===== config.mk =====
export PLATFORM = sky130hd
export DESIGN_NAME = exp_golomb_ctrl
export DESIGN_NICKNAME = d
export VERILOG_FILES = /design/src/rtl/exp_golomb_ctrl_pkg.sv /design/src/rtl/exp_golomb_map.sv /design/src/rtl/exp_golomb_ctrl.sv
export SDC_FILE = /design/constraint.sdc
export NUM_CORES = 1
export LEC_CHECK = 0
export CAP_MARGIN = 20
export CORE_AREA = 2 2 78 80
export CTS_CLUSTER_SIZE = 24
export DETAILED_ROUTE_END_ITERATION = 6
export DIE_AREA = 0 0 80 82
export PLACE_DENSITY = 0.91
export SLEW_MARGIN = 40
export SYNTH_ARGS = -nofsm -noshare
export SYNTH_HDL_FRONTEND = slang
export SYNTH_HIERARCHICAL = 1
export SYNTH_SLANG_ARGS = --single-unit

===== constraint.sdc =====
create_clock -name clk -period 4.9 [get_ports clk]
set_input_delay 0.98 -clock clk [delete_from_list [all_inputs] [get_ports clk]]
set_output_delay 0.98 -clock clk [all_outputs]
set_load 0.01 [all_outputs]

===== src/rtl/exp_golomb_ctrl_pkg.sv =====
// rtl/exp_golomb_ctrl_pkg.sv - shared state encoding, widths and helpers for the Exp-Golomb sequencer
package exp_golomb_ctrl_pkg;

  localparam int WIN_W = 16;
  localparam int LEN_W = 5;

  typedef enum logic [2:0] {
    ST_IDLE     = 3'd0,
    ST_DETECT   = 3'd1,
    ST_WAIT_PFX = 3'd2,
    ST_SUFFIX   = 3'd3,
    ST_DONE     = 3'd4
  } eg_state_e;

  // Top n bits of the window, right-aligned and zero-extended (n = 0 yields 0).
  function automatic logic [WIN_W-1:0] top_bits(input logic [WIN_W-1:0] w, input logic [3:0] n);
    return w >> (5'd16 - {1'b0, n});
  endfunction

endpackage


===== src/rtl/exp_golomb_map.sv =====
// rtl/exp_golomb_map.sv - codeNum arithmetic and optional se(v) mapping
// EG_SE_EN compiles in the signed mapping; without it the output is always codeNum.
module exp_golomb_map
  import exp_golomb_ctrl_pkg::*;
(
  input  logic [3:0]       l_i,
  input  logic [WIN_W-1:0] suffix_i,
  input  logic             se_i,
  output logic [WIN_W-1:0] value_o
);

  logic [16:0] code_num;

  assign code_num = (17'd1 << l_i) - 17'd1 + {1'b0, suffix_i};

`ifdef EG_SE_EN
  logic [15:0] half;

  // k>>1 fits 16 bits; odd k rounds up, even k negates.
  assign half = code_num[16:1];

  always_comb begin
    value_o = code_num[15:0];
    if (se_i) begin
      if (code_num[0]) begin
        value_o = half + 16'd1;
      end else begin
        value_o = 16'd0 - half;
      end
    end
  end
`else
  logic unused_map;

  assign unused_map = se_i ^ code_num[16];
  assign value_o    = code_num[15:0];
`endif

endmodule


===== src/rtl/exp_golomb_ctrl.sv =====
// rtl/exp_golomb_ctrl.sv - Exp-Golomb ue(v)/se(v) parse sequencer driving detector and buffer shifts
// EG_SE_EN enables the se(v) signed mapping; otherwise value is always codeNum.
module exp_golomb_ctrl
  import exp_golomb_ctrl_pkg::*;
#(
  parameter int MAX_PREFIX = 15
) (
  input  logic             clk,
  input  logic             reset_n,
  input  logic             start,
  input  logic             se_mode,
  input  logic [WIN_W-1:0] BitStream_buffer_output,
  input  logic             buffer_valid,
  input  logic [3:0]       heading_one_pos,
  output logic             heading_one_en,
  output logic             shift_req,
  output logic [LEN_W-1:0] shift_len,
  output logic             busy,
  output logic             done,
  output logic             error,
  output logic [WIN_W-1:0] value
);

  eg_state_e        state_q, state_d;
  logic             se_q, se_d;
  logic             err_q, err_d;
  logic [3:0]       l_q, l_d;
  logic [WIN_W-1:0] value_q, value_d;
  logic [WIN_W-1:0] suffix;
  logic [WIN_W-1:0] map_value;
  logic             window_zero;
  logic             prefix_too_long;

  assign suffix          = top_bits(BitStream_buffer_output, l_q);
  assign window_zero     = (BitStream_buffer_output == '0);
  assign prefix_too_long = ({1'b0, heading_one_pos} > 5'(MAX_PREFIX));

  exp_golomb_map u_map (
    .l_i      (l_q),
    .suffix_i (suffix),
    .se_i     (se_q),
    .value_o  (map_value)
  );

  always_ff @(posedge clk or negedge reset_n) begin
    if (!reset_n) begin
      state_q <= ST_IDLE;
      se_q    <= 1'b0;
      err_q   <= 1'b0;
      l_q     <= 4'd0;
      value_q <= '0;
    end else begin
      state_q <= state_d;
      se_q    <= se_d;
      err_q   <= err_d;
      l_q     <= l_d;
      value_q <= value_d;
    end
  end

  // Shift requests use the detector result in the same DETECT cycle.
  always_comb begin
    state_d        = state_q;
    se_d           = se_q;
    err_d          = err_q;
    l_d            = l_q;
    value_d        = value_q;
    shift_req      = 1'b0;
    shift_len      = '0;
    heading_one_en = 1'b1;
    case (state_q)
      ST_IDLE: begin
        if (start) begin
          se_d    = se_mode;
          err_d   = 1'b0;
          state_d = ST_DETECT;
        end
      end
      ST_DETECT: begin
        heading_one_en = 1'b0;
        if (buffer_valid) begin
          shift_req = 1'b1;
          if (window_zero) begin
            shift_len = 5'd16;
            err_d     = 1'b1;
            value_d   = '0;
            state_d   = ST_DONE;
          end else if (prefix_too_long || heading_one_pos == 4'd0) begin
            shift_len = {1'b0, heading_one_pos} + 5'd1;
            err_d     = prefix_too_long;
            value_d   = '0;
            state_d   = ST_DONE;
          end else begin
            shift_len = {1'b0, heading_one_pos} + 5'd1;
            l_d       = heading_one_pos;
            state_d   = ST_WAIT_PFX;
          end
        end
      end
      // The buffer may still show a stale valid right after the prefix shift.
      ST_WAIT_PFX: state_d = ST_SUFFIX;
      ST_SUFFIX: begin
        if (buffer_valid) begin
          shift_req = 1'b1;
          shift_len = {1'b0, l_q};
          value_d   = map_value;
          state_d   = ST_DONE;
        end
      end
      ST_DONE: begin
        err_d   = 1'b0;
        state_d = ST_IDLE;
      end
      default: state_d = ST_IDLE;
    endcase
  end

  assign busy  = (state_q != ST_IDLE);
  assign done  = (state_q == ST_DONE);
  assign error = done & err_q;
  assign value = value_q;

endmodule


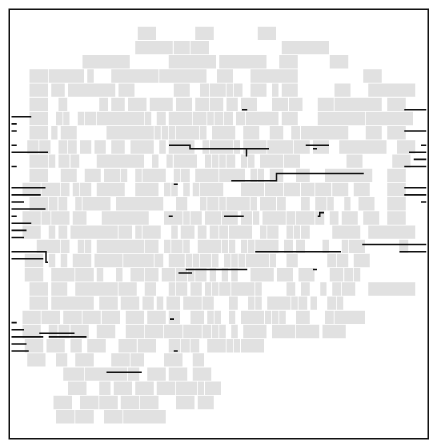
Run 1: met3 routing
longest straight run: 16.6 um
wire length on this layer: 221 um
GR Util met3: 0.0319
via count: 2678
final WL: 6990 um

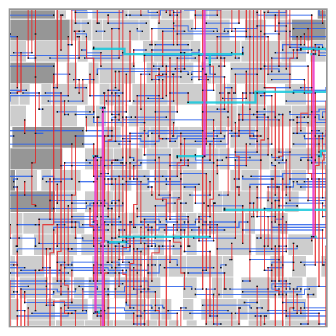
Run 1: zoomed window
Window x 20 to 60, y 21 to 61 um. Cells in grey, sequential cells in the stronger grey; small squares are vias.
legend:
  cyan:
    layer: met3
  blue:
    layer: met1
  red:
    layer: met2
  magenta:
    layer: met4
sequential cells in the window: 5
cells with their middle in the window: 167
netlist names of flops here include: l_q (3)
most frequent: inv_1 (43), ha_1 (22), nand2_1 (12)

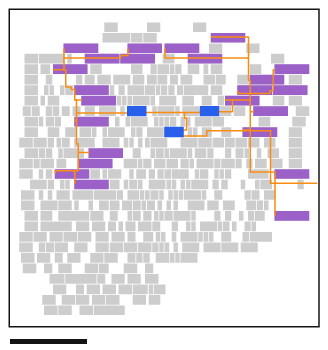
Run 1: clock wires, drivers and flops
Scale bar: 20 um.
legend:
  orange:
    item: clock wires
    length: 293 um
  purple:
    item: flip-flops
    count: 24
  blue:
    item: cells driving clock nets
    count: 3
routed clock nets: 4
Worst Skew: 4.77 ps
Latency at later pin: 260 ps

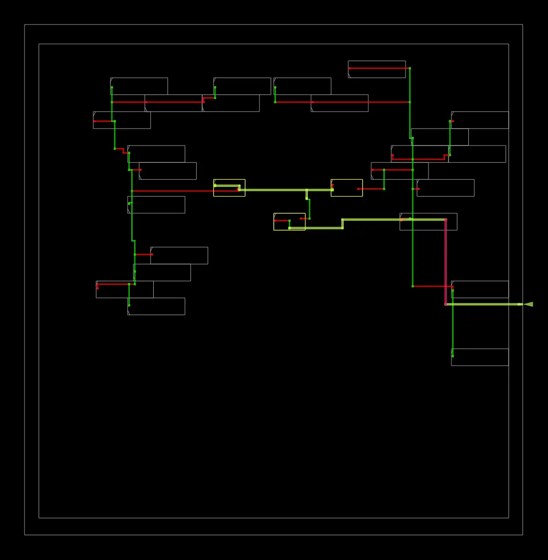
Run 1: clock nets
flip-flops: 24
Clock Buffer Count: 3

==> results.txt, run 1 <==
fresh numbers from the pnr run: status=finished clean, Post-DP HPWL=5570 um, drt initial violations=between 60 and 70, Mapped Area=a little under 3000 um2, CTS Sinks=24, number of cell rows=28, Hold WC Path Type=reg -> reg, CP Launch Type=flop, Worst Hold Depth=1, drt wl/cell=approximately 15 um, setup repair bufs after CTS=0, htree depth=1, RR Startpoint=l_q[1]$_DFFE_PN0P_, Post-DP Area=about 3500 um2, core occupancy in the finished layout=0.620, MaxCap Viol Count=0, Die Wd=approximately 80 um, Routed Antenna Nets=0, Final nets=458, CTS tree=yes, Crit path buffers/inverters=4, number of global-route vias before repair=between 2k and 3k, routing usage on met1=0.265, TNS Setup=0 ps, antenna diode count=0, Most Crowded Layer GR=met2, Syn Area/Cell=around 8.4 um2, post-route clock period utilization=0.929, worst reg2reg path endpoint=value[15]$_DFFE_PN0P_, # IOs=between 50 and 60, critical path's top delay family=adder cells, final instance area=approximately 3600 um2, Mapped Cells=around 350, Core ar.=5750 um2, Tot GR Track Use=0.224
## run 1: worst reg2reg max path, stage by stage, from the launching register on
cell      delay (ps)
dfrtp_1          570
inv_1            120
ha_2             530
buf_4            250
mux2i_1          100
o22a_1           240
o21a_1           200
o22ai_1          170
inv_1             70
ha_1             280
inv_1             40
ha_1             220
fa_1             420
a21o_1           240
a31o_4           270
nand3_2           80
or4b_1           430
o211ai_1         110
a22o_1           150
## run 1: placed cells by master, fill, tap and decap left out, types with 4 or more instances in the layout
cell type and count:
xnor2_1 10, inv_1 56, ha_1 31, a22o_1 16, nor4_1 4, a211oi_1 4
buf_4 6, mux2i_1 32, xor2_1 5, nand2_1 23, dfrtp_1 24, nor2_1 18
o22ai_1 8, mux4_2 4, nand3_1 14, o21ai_0 10, nor2b_1 4, a21oi_1 14
a21o_1 5, a31oi_1 4, nor3_1 5, clkdlybuf4s50_1 48
## run 1: area by class of cell
cell class                      instances  area (um2)
Tap cell                               75        93.8
Sequential cell                        24         601
Clock buffer                            3        41.3
Inverter                               56         210
Timing Repair Buffer                   55         531
Multi-Input combinational cell        260        2090
Fill cell                             536        2180
## run 1: worst min-delay path by stage
stage,from,to
5_1_grt,value[9]$_DFFE_PN0P_,value[9]$_DFFE_PN0P_
4_1_cts,value[7]$_DFFE_PN0P_,value[7]$_DFFE_PN0P_
2_1_floorplan,err_q$_DFFE_PN0P_,err_q$_DFFE_PN0P_
6_report,value[9]$_DFFE_PN0P_,value[9]$_DFFE_PN0P_
3_3_place_gp,value[11]$_DFFE_PN0P_,value[11]$_DFFE_PN0P_
3_5_place_dp,value[9]$_DFFE_PN0P_,value[9]$_DFFE_PN0P_
## run 1: metal layers
| layer | vias up | routed length (um) |
|---|---|---|
| li1 | 1345 | - |
| met1 | 1263 | 3110 |
| met2 | 60 | 3540 |
| met3 | 10 | 220 |
| met4 | 0 | 108 |
| met5 | - | 0 |
## run 1: stage by stage
stage / worst slack [ps]
after floorplan: 513
after global placement: 242
after detailed placement: 171
after CTS: 239
after global routing: 65.8
final: 350
## run 1: flip-flops by register name (all words and copies together), names as in the netlist
signal / cells
value: 16
l_q: 4
state_q: 3
err_q: 1
==> run 2, diff against run 1 <==
--- a/config.mk
+++ b/config.mk
@@ -7,6 +7,7 @@
 export LEC_CHECK = 0
 export CAP_MARGIN = 20
 export CORE_AREA = 2 2 78 80
+export CTS_CLUSTER_DIAMETER = 120
 export CTS_CLUSTER_SIZE = 24
 export DETAILED_ROUTE_END_ITERATION = 6
 export DIE_AREA = 0 0 80 82
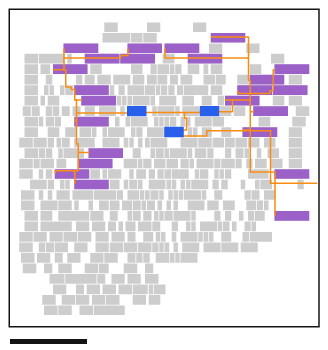
Run 2: clock wires, drivers and flops
Scale bar: 20 um.
legend:
  orange:
    item: clock wires
    length: 293 um
  blue:
    item: cells driving clock nets
    count: 3
  purple:
    item: flip-flops
    count: 24
routed clock nets: 4

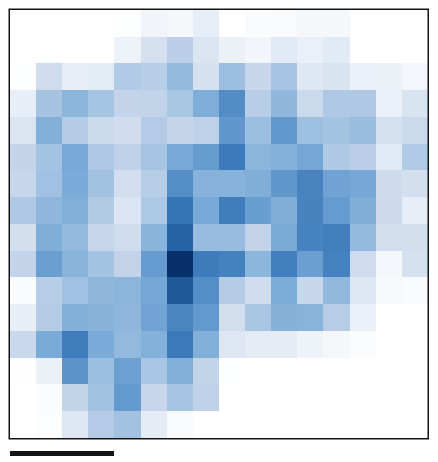
Run 2: routed metal per tile
Scale bar: 20 um. 16 x 16 tiles, from white (low) to dark blue (high), scaled to the fullest tile. Values are wire area over tile area, all layers added.
nearly empty tiles: 20%
densest ninth of the die: centre
emptiest ninth of the die: lower right
Tot GR Track Use: 0.224
drt wl/cell: 14.8 um

==> results.txt, run 2 <==
fresh numbers from the pnr run: Mapped Area=2980 um2 (unchanged), Fmax=220 MHz (unchanged), WS Path Type=reg -> reg (unchanged), number of cell rows=28 (unchanged), CTS tree=yes (unchanged), Crit path buffers/inverters=4 (unchanged), Hold WC Path Type=reg -> reg (unchanged), CTS max path bufs=2 (unchanged), Latency at later pin=260 ps (about the same), Syn Area/Cell=8.42 um2 (unchanged), actual slew at the worst max-slew pin=700 ps (unchanged), # IOs=51 (unchanged), Routed Antenna Nets=0 (unchanged), IO buf count=49 (unchanged), status=finished clean (unchanged), Syn-to-layout area delta=19.5% (unchanged), antenna diode count=0 (unchanged), Mapped Cells=354 (unchanged), CTS Sinks=24 (unchanged), drt initial violations=67 (unchanged), die area=6560 um2 (unchanged), htree depth=1 (unchanged), Hold Buf Count CTS=0 (unchanged), Worst Skew=4.77 ps (unchanged), final WL=6990 um (unchanged), Slowest cell on crit path=dfrtp_1 (unchanged), CP Launch Type=flop (unchanged), Top cells excl fill/tap=inv_1, clkdlybuf4s50_1, mux2i_1 (unchanged), TNS Setup=0 ps (unchanged), largest net degree at the start of global routing=25 (unchanged), critical path's top delay family=adder cells (unchanged), FP Util=0.519 (unchanged), max reg flops=16 (unchanged), root buf cell=clkbuf_8 (unchanged), Final nets=458 (unchanged), vias per cell=5.66 (unchanged), post-route clock period utilization=0.929 (unchanged), Die Wd=80 um (unchanged), most common cell after layout, fill and taps aside=inv_1 (unchanged), via count=2678 (unchanged), MaxCap Viol Count=0 (unchanged), Core ar.=5750 um2 (unchanged), number of global-route vias before repair=2684 (unchanged), # setup viols final=0 (unchanged), Post-DP HPWL=5570 um (unchanged)
run 2: through the flow:
stage	hold slack [ps]	utilization	setup slack [ps]	area [um2]
finish	505	0.620	350	3560
global route	529	0.620	65.8	3560
CTS	508	0.620	239	3560
detailed placement	483	0.612	171	3520
global placement	485	0.613	242	3520
floorplan	462	-	513	2980
run 2: metal layers:
| layer | share of wire | GRT usage | vias to the layer above |
|---|---|---|---|
| li1 | - | - | 1345 |
| met1 | 0.45 | 0.265 | 1263 |
| met2 | 0.51 | 0.426 | 60 |
| met3 | 0.031 | 0.0319 | 10 |
| met4 | 0.015 | 0.0508 | 0 |
| met5 | 0 | 0 | - |
run 2: final timing paths:
check	to	start	slack, ps	depth (start not counted)
min reg2reg	value[9]$_DFFE_PN0P_	value[9]$_DFFE_PN0P_	500	1
max	value[15]$_DFFE_PN0P_	l_q[1]$_DFFE_PN0P_	350	18
min in group asynchronous	value[11]$_DFFE_PN0P_	reset_n	680	1
min	value[9]$_DFFE_PN0P_	value[9]$_DFFE_PN0P_	500	1
max in group asynchronous	l_q[3]$_DFFE_PN0P_	reset_n	3870	1
max reg2reg	value[15]$_DFFE_PN0P_	l_q[1]$_DFFE_PN0P_	350	18
run 2: repair_timing:
action / CTS / global route
gates resized: 0 / 1
setup endpoints to repair: 0 / 2
buffers inserted: 0 / 0
run 2: cell type report:
cell class,count,area (um2)
fill,536,2180
multi-input combinational,260,2090
sequential,24,601
timing repair buffer,55,531
inverter,56,210
tap,75,93.8
clock buffer,3,41.3
